<file path="src/rtl/button_event.sv">
`default_nettype none
// ============================================================================
//  Module      : button_event
//  Description : Five-button event generator (press / release / long / repeat)
//                with per-button pending slots and an event FIFO.
//  Revision    : 1.0  initial release
// ============================================================================
module button_event #(
    parameter int TICK_DIV     = 100000,
    parameter int HOLD_TICKS   = 500,
    parameter int REPEAT_TICKS = 100,
    parameter int FIFO_DEPTH   = 4
) (
    input  logic       clk,
    input  logic       rstn,
    input  logic [4:0] btn_db,
    output logic [4:0] held,
    output logic [4:0] press_pulse,
    output logic       evt_valid,
    input  logic       evt_ready,
    output logic [2:0] evt_btn,
    output logic [1:0] evt_type,
    output logic       overflow
);
    localparam int NUM_BTN = 5;
    localparam int PRE_W   = (TICK_DIV > 1) ? $clog2(TICK_DIV) : 1;
    localparam int AW      = $clog2(FIFO_DEPTH);

    localparam logic [1:0]       c_evtPress   = 2'd0;
    localparam logic [1:0]       c_evtRelease = 2'd1;
    localparam logic [1:0]       c_evtLong    = 2'd2;
    localparam logic [1:0]       c_evtRepeat  = 2'd3;
    localparam logic [PRE_W-1:0] c_preMax     = PRE_W'(TICK_DIV - 1);
    localparam logic [15:0]      c_holdTicks  = 16'(HOLD_TICKS);
    localparam logic [15:0]      c_rptTicks   = 16'(REPEAT_TICKS);
    localparam logic [AW:0]      c_fifoFull   = (AW + 1)'(FIFO_DEPTH);

    typedef enum logic [1:0] {
        IDLE = 2'd0,
        HOLD = 2'd1,
        RPT  = 2'd2
    } btnState_t;

    logic [PRE_W-1:0]        r_preCnt;
    logic                    w_tick;
    logic [NUM_BTN-1:0]      r_btnPrev;
    logic [NUM_BTN-1:0]      w_rise;
    logic [NUM_BTN-1:0]      w_pressRaise;
    logic [NUM_BTN-1:0]      w_slotValid;
    logic [NUM_BTN-1:0][1:0] w_slotType;
    logic [NUM_BTN-1:0]      w_grant;
    logic [NUM_BTN-1:0]      w_drop;
    logic [NUM_BTN-1:0]      r_pressPulse;
    logic                    r_overflow;

    logic                    w_found;
    logic                    w_push;
    logic                    w_pop;
    logic                    w_full;
    logic [2:0]              w_pushBtn;
    logic [1:0]              w_pushType;
    logic [AW:0]             r_count;
    logic [AW-1:0]           r_wrPtr;
    logic [AW-1:0]           r_rdPtr;
    logic [4:0]              r_mem [FIFO_DEPTH];
    logic [4:0]              w_head;

    // Timebase prescaler
    always_ff @(posedge clk or negedge rstn) begin
        if (!rstn) begin
            r_preCnt <= '0;
        end else if (r_preCnt == c_preMax) begin
            r_preCnt <= '0;
        end else begin
            r_preCnt <= r_preCnt + 1'b1;
        end
    end

    assign w_tick = (r_preCnt == c_preMax);

    always_ff @(posedge clk or negedge rstn) begin
        if (!rstn) begin
            r_btnPrev    <= '0;
            r_pressPulse <= '0;
            r_overflow   <= 1'b0;
        end else begin
            r_btnPrev    <= btn_db;
            r_pressPulse <= w_pressRaise;
            r_overflow   <= r_overflow | (|w_drop);
        end
    end

    assign w_rise = btn_db & ~r_btnPrev;

    for (genvar gi = 0; gi < NUM_BTN; gi++) begin : g_btn
        btnState_t   r_state;
        btnState_t   w_stateNext;
        logic [15:0] r_cnt;
        logic [15:0] w_cntNext;
        logic        w_raise;
        logic [1:0]  w_type;
        logic        r_slotValid;
        logic [1:0]  r_slotType;

        always_ff @(posedge clk or negedge rstn) begin
            if (!rstn) begin
                r_state <= IDLE;
                r_cnt   <= '0;
            end else begin
                r_state <= w_stateNext;
                r_cnt   <= w_cntNext;
            end
        end

        // Release wins over a same-cycle tick, so LONG/REPEAT are suppressed.
        always_comb begin
            w_stateNext = r_state;
            w_cntNext   = r_cnt;
            w_raise     = 1'b0;
            w_type      = c_evtPress;
            case (r_state)
                IDLE: begin
                    if (w_rise[gi]) begin
                        w_stateNext = HOLD;
                        w_cntNext   = '0;
                        w_raise     = 1'b1;
                        w_type      = c_evtPress;
                    end
                end
                HOLD: begin
                    if (!btn_db[gi]) begin
                        w_stateNext = IDLE;
                        w_raise     = 1'b1;
                        w_type      = c_evtRelease;
                    end else if (w_tick) begin
                        if (r_cnt + 16'd1 == c_holdTicks) begin
                            w_stateNext = RPT;
                            w_cntNext   = '0;
                            w_raise     = 1'b1;
                            w_type      = c_evtLong;
                        end else begin
                            w_cntNext = r_cnt + 16'd1;
                        end
                    end
                end
                RPT: begin
                    if (!btn_db[gi]) begin
                        w_stateNext = IDLE;
                        w_raise     = 1'b1;
                        w_type      = c_evtRelease;
                    end else if (w_tick) begin
                        if (r_cnt + 16'd1 == c_rptTicks) begin
                            w_cntNext = '0;
                            w_raise   = 1'b1;
                            w_type    = c_evtRepeat;
                        end else begin
                            w_cntNext = r_cnt + 16'd1;
                        end
                    end
                end
                default: begin
                    w_stateNext = IDLE;
                    w_cntNext   = '0;
                end
            endcase
        end

        // A slot being drained this cycle may accept the new event.
        assign w_drop[gi] = w_raise & r_slotValid & ~w_grant[gi];

        always_ff @(posedge clk or negedge rstn) begin
            if (!rstn) begin
                r_slotValid <= 1'b0;
                r_slotType  <= 2'd0;
            end else if (w_raise && !w_drop[gi]) begin
                r_slotValid <= 1'b1;
                r_slotType  <= w_type;
            end else if (w_grant[gi]) begin
                r_slotValid <= 1'b0;
            end
        end

        assign w_pressRaise[gi] = w_raise & (r_state == IDLE);
        assign w_slotValid[gi]  = r_slotValid;
        assign w_slotType[gi]   = r_slotType;
        assign held[gi]         = (r_state != IDLE);
    end

    assign evt_valid = (r_count != '0);
    assign w_full    = (r_count == c_fifoFull);
    assign w_pop     = evt_valid & evt_ready;

    always_comb begin
        w_found    = 1'b0;
        w_pushBtn  = 3'd0;
        w_pushType = c_evtPress;
        for (int i = 0; i < NUM_BTN; i++) begin
            if (!w_found && w_slotValid[i]) begin
                w_found    = 1'b1;
                w_pushBtn  = 3'(i);
                w_pushType = w_slotType[i];
            end
        end
    end

    assign w_push  = w_found & (~w_full | w_pop);
    assign w_grant = w_push ? (NUM_BTN'(1) << w_pushBtn) : '0;

    always_ff @(posedge clk or negedge rstn) begin
        if (!rstn) begin
            r_wrPtr <= '0;
            r_rdPtr <= '0;
            r_count <= '0;
        end else begin
            if (w_push) r_wrPtr <= r_wrPtr + 1'b1;
            if (w_pop)  r_rdPtr <= r_rdPtr + 1'b1;
            case ({w_push, w_pop})
                2'b10:   r_count <= r_count + 1'b1;
                2'b01:   r_count <= r_count - 1'b1;
                default: r_count <= r_count;
            endcase
        end
    end

    always_ff @(posedge clk) begin
        if (w_push) r_mem[r_wrPtr] <= {w_pushBtn, w_pushType};
    end

    assign w_head      = r_mem[r_rdPtr];
    assign evt_btn     = evt_valid ? w_head[4:2] : 3'd0;
    assign evt_type    = evt_valid ? w_head[1:0] : 2'd0;
    assign press_pulse = r_pressPulse;
    assign overflow    = r_overflow;

endmodule
`default_nettype wire

</file>
<file path="config.mk">
export PLATFORM = sky130hd
export DESIGN_NAME = button_event
export DESIGN_NICKNAME = d
export VERILOG_FILES = /design/src/rtl/button_event.sv
export SDC_FILE = /design/constraint.sdc
export NUM_CORES = 1
export LEC_CHECK = 0
export CORE_MARGIN = 8
export CORE_UTILIZATION = 45
export CTS_CLUSTER_DIAMETER = 150
export DETAILED_ROUTE_END_ITERATION = 6
export PLACE_DENSITY = 0.7
export SLEW_MARGIN = 10
export SYNTH_ARGS = -nofsm -noshare
export SYNTH_HDL_FRONTEND = slang
export SYNTH_SLANG_ARGS = --single-unit
</file>
<file path="constraint.sdc">
create_clock -name clk -period 3.44 [get_ports clk]
set_input_delay 0.688 -clock clk [delete_from_list [all_inputs] [get_ports clk]]
set_output_delay 0.688 -clock clk [all_outputs]
set_load 0.005 [all_outputs]
</file>
### Placement density heat map

Scale bar: 50 µm. 16 x 16 tiles, from dark blue (low) to red (high), 0 to 100% covered.
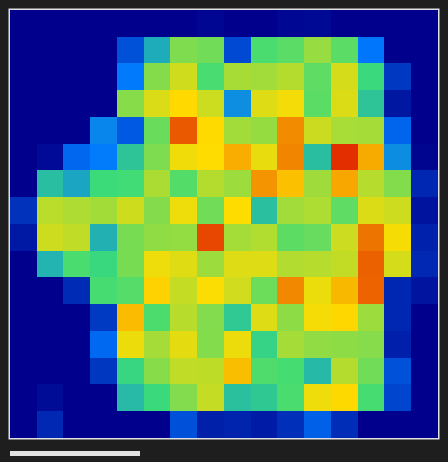
mean over tiles = 40%
emptiest ninth of the die = upper left
fullest tile = 95%

### Placement by cell class

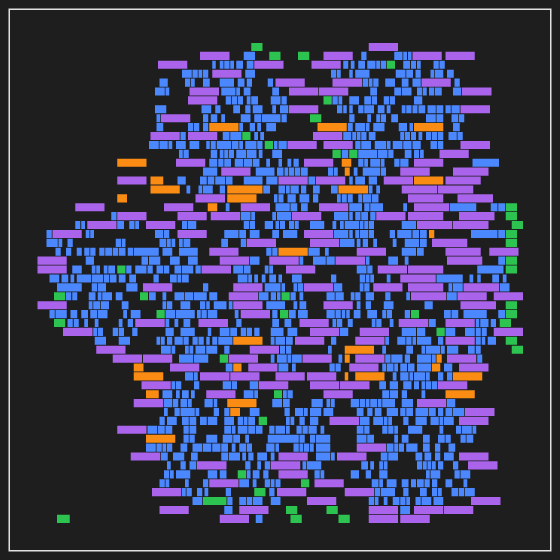
blue -> combinational and other logic  # cells 899
green -> remaining buffers and delay cells  # cells 43
purple -> sequential cells  # cells 160
orange -> clock drivers and dummy loads  # cells 32

### Signal metal coverage by tile

Scale bar: 50 µm. 33 x 33 tiles, from dark blue (low) to red (high), scaled to the fullest tile. Values are wire area over tile area, all layers added.
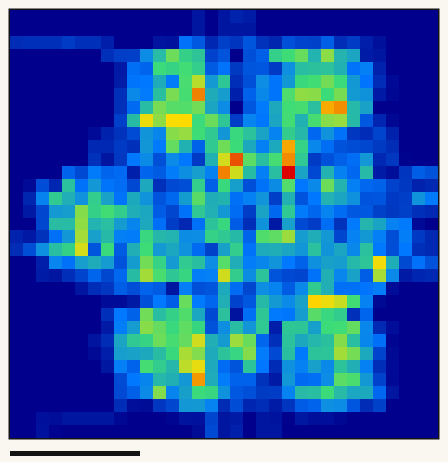
fullest tile = 0.61
nearly empty tiles = 30%
mean over tiles = 0.13
densest ninth of the die = centre
tiles over half the peak = 9.0%
emptiest ninth of the die = upper left
total number of vias: 8338
average wire per standard cell: 15.61 µm
total routed wirelength: 22.07 mm

==> run notes <==
The flow run is done. The flow ran to the end, and the final reports show no timing, DRC or antenna violations. The first global-routing pass estimated around 38 mm of wire. According to the cell report, flip-flops and latches in the layout number 160.

After detailed routing, the met3 layer carries 841 µm of wire. Clock sink count landed at 160. Combined global-route utilization of all metal layers landed at roughly 17%. Per-instance average area after synthesis landed at around 9.0 µm². In the per-layer summary, the met1 wirelength comes to between 10 and 15 mm. Looking at the reg2reg group, the worst path ends at g_btn[2].r_cnt[11]$_DFFE_PN0P_.

Post-synthesis compound-gate area fraction landed at 19.73%. Fraction of layout instances using a drive strength above 1 landed at 8.642%. TritonCTS built the clock tree. The final design was reported to hold multi-input combinational gates totalling 847. Global routing consumed, on the met1 layer, 22.44% of the routing resources. The tool warning count for the run is 44. Power comes to 0.006416 W. Counting flops with a built-in enable in the synthesized netlist gives 20. Die boundary height landed at roughly 160 µm. In the post-route analysis, the smallest setup slack over all paths is 320.9 ps.

g_btn.r_cnt holds more flip-flops than any other register. For the worst reg-to-reg path, the startpoint reported by OpenROAD is g_btn[2].r_cnt[5]$_DFFE_PN0P_. Prior to clock tree synthesis, the placed netlist has a worst setup slack of roughly 360 ps. The flow reports an fmax of approximately 320 MHz. CTS placed an instance of sky130_fd_sc_hd__clkbuf_16 at the clock tree root. Of the total synthesized cell area, the portion taken by XOR and XNOR cells is 2.969%. Number of port buffers landed at 24. Counting buffers and inverters, the worst setup path is 8 cells deep. The final weighted congestion recorded by global placement is 0.8710.

Switching share of power landed at 35.36%. Leakage component of the power landed at around 4.4 nW. In this run the critical path is formed by nand4_2 -> or4b_1 -> xor2_1 -> nand3_2 -> o311ai_2 -> and2_1 -> nor2_2 -> a221o_1. Final-layout clock-cell area share landed at 5.050%.

Area of the synthesized netlist per yosys stat landed at about 0.010 mm². The final layout report lists a non-clock inverter count of approximately 52. The synthesized netlist occupies a cell area of 0.009988 mm². At the floorplan stage, the core utilization is reported as a little under half.

Grouping non-sequential cells by family puts the most area in simple AND/OR/NAND/NOR gates. Worst clock skew on the final layout landed at between 10 and 15 ps. Largest fanout on the critical path landed at 11. The class occupying the most area after layout is reported as multi-input combinational cells. Synthesis produced 1105 cells.

sky130_fd_sc_hd__dfrtp_1 is the most common cell in the netlist. The warning tally printed by Yosys for this design is 0. For this run the detailed placement stage logged an HPWL of 15.77 mm. Count of endpoints failing hold in the final timing report landed at 0. Flop share of the area landed at 36.97%.

The layout has 18 clock buffers. Yosys reports the multiplexer fraction of the synthesized area as between 2 and 3%. For this run, the detailed router reports a per-instance via density of around 6. At the end of the flow the core is filled with cells to between 50% and 60%. Tally of filler cells in the layout landed at 1979. Relative slew slack landed at a little over half. Across the placement rows, the number of tap cells is 280. For reference, simple AND, OR, NAND and NOR cells occupy 25.35% of the area reported after synthesis.

After floorplanning, the core was sized to cover approximately 0.022 mm². Per report_power, the Combinational row totals 0.00206 W. The final report lists a non-filler cell total of around 1400.

Count of cells along the worst register-to-register path landed at 8. Setup slack on the worst flop-to-flop path landed at 320 ps. Area of the multi-input gates landed at 0.005493 mm². Summing the areas of all fa, ha and maj instances in the mapped netlist gives under 10% of the synthesized area.

Of the total power, the clock network draws 28.5%. The finished cells cover 0.01110 mm². The number of antenna violations at the first check in global routing is 0. Arrival time reported for the critical path endpoint landed at roughly 3400 ps.
Power and IR drop assume default switching activity.
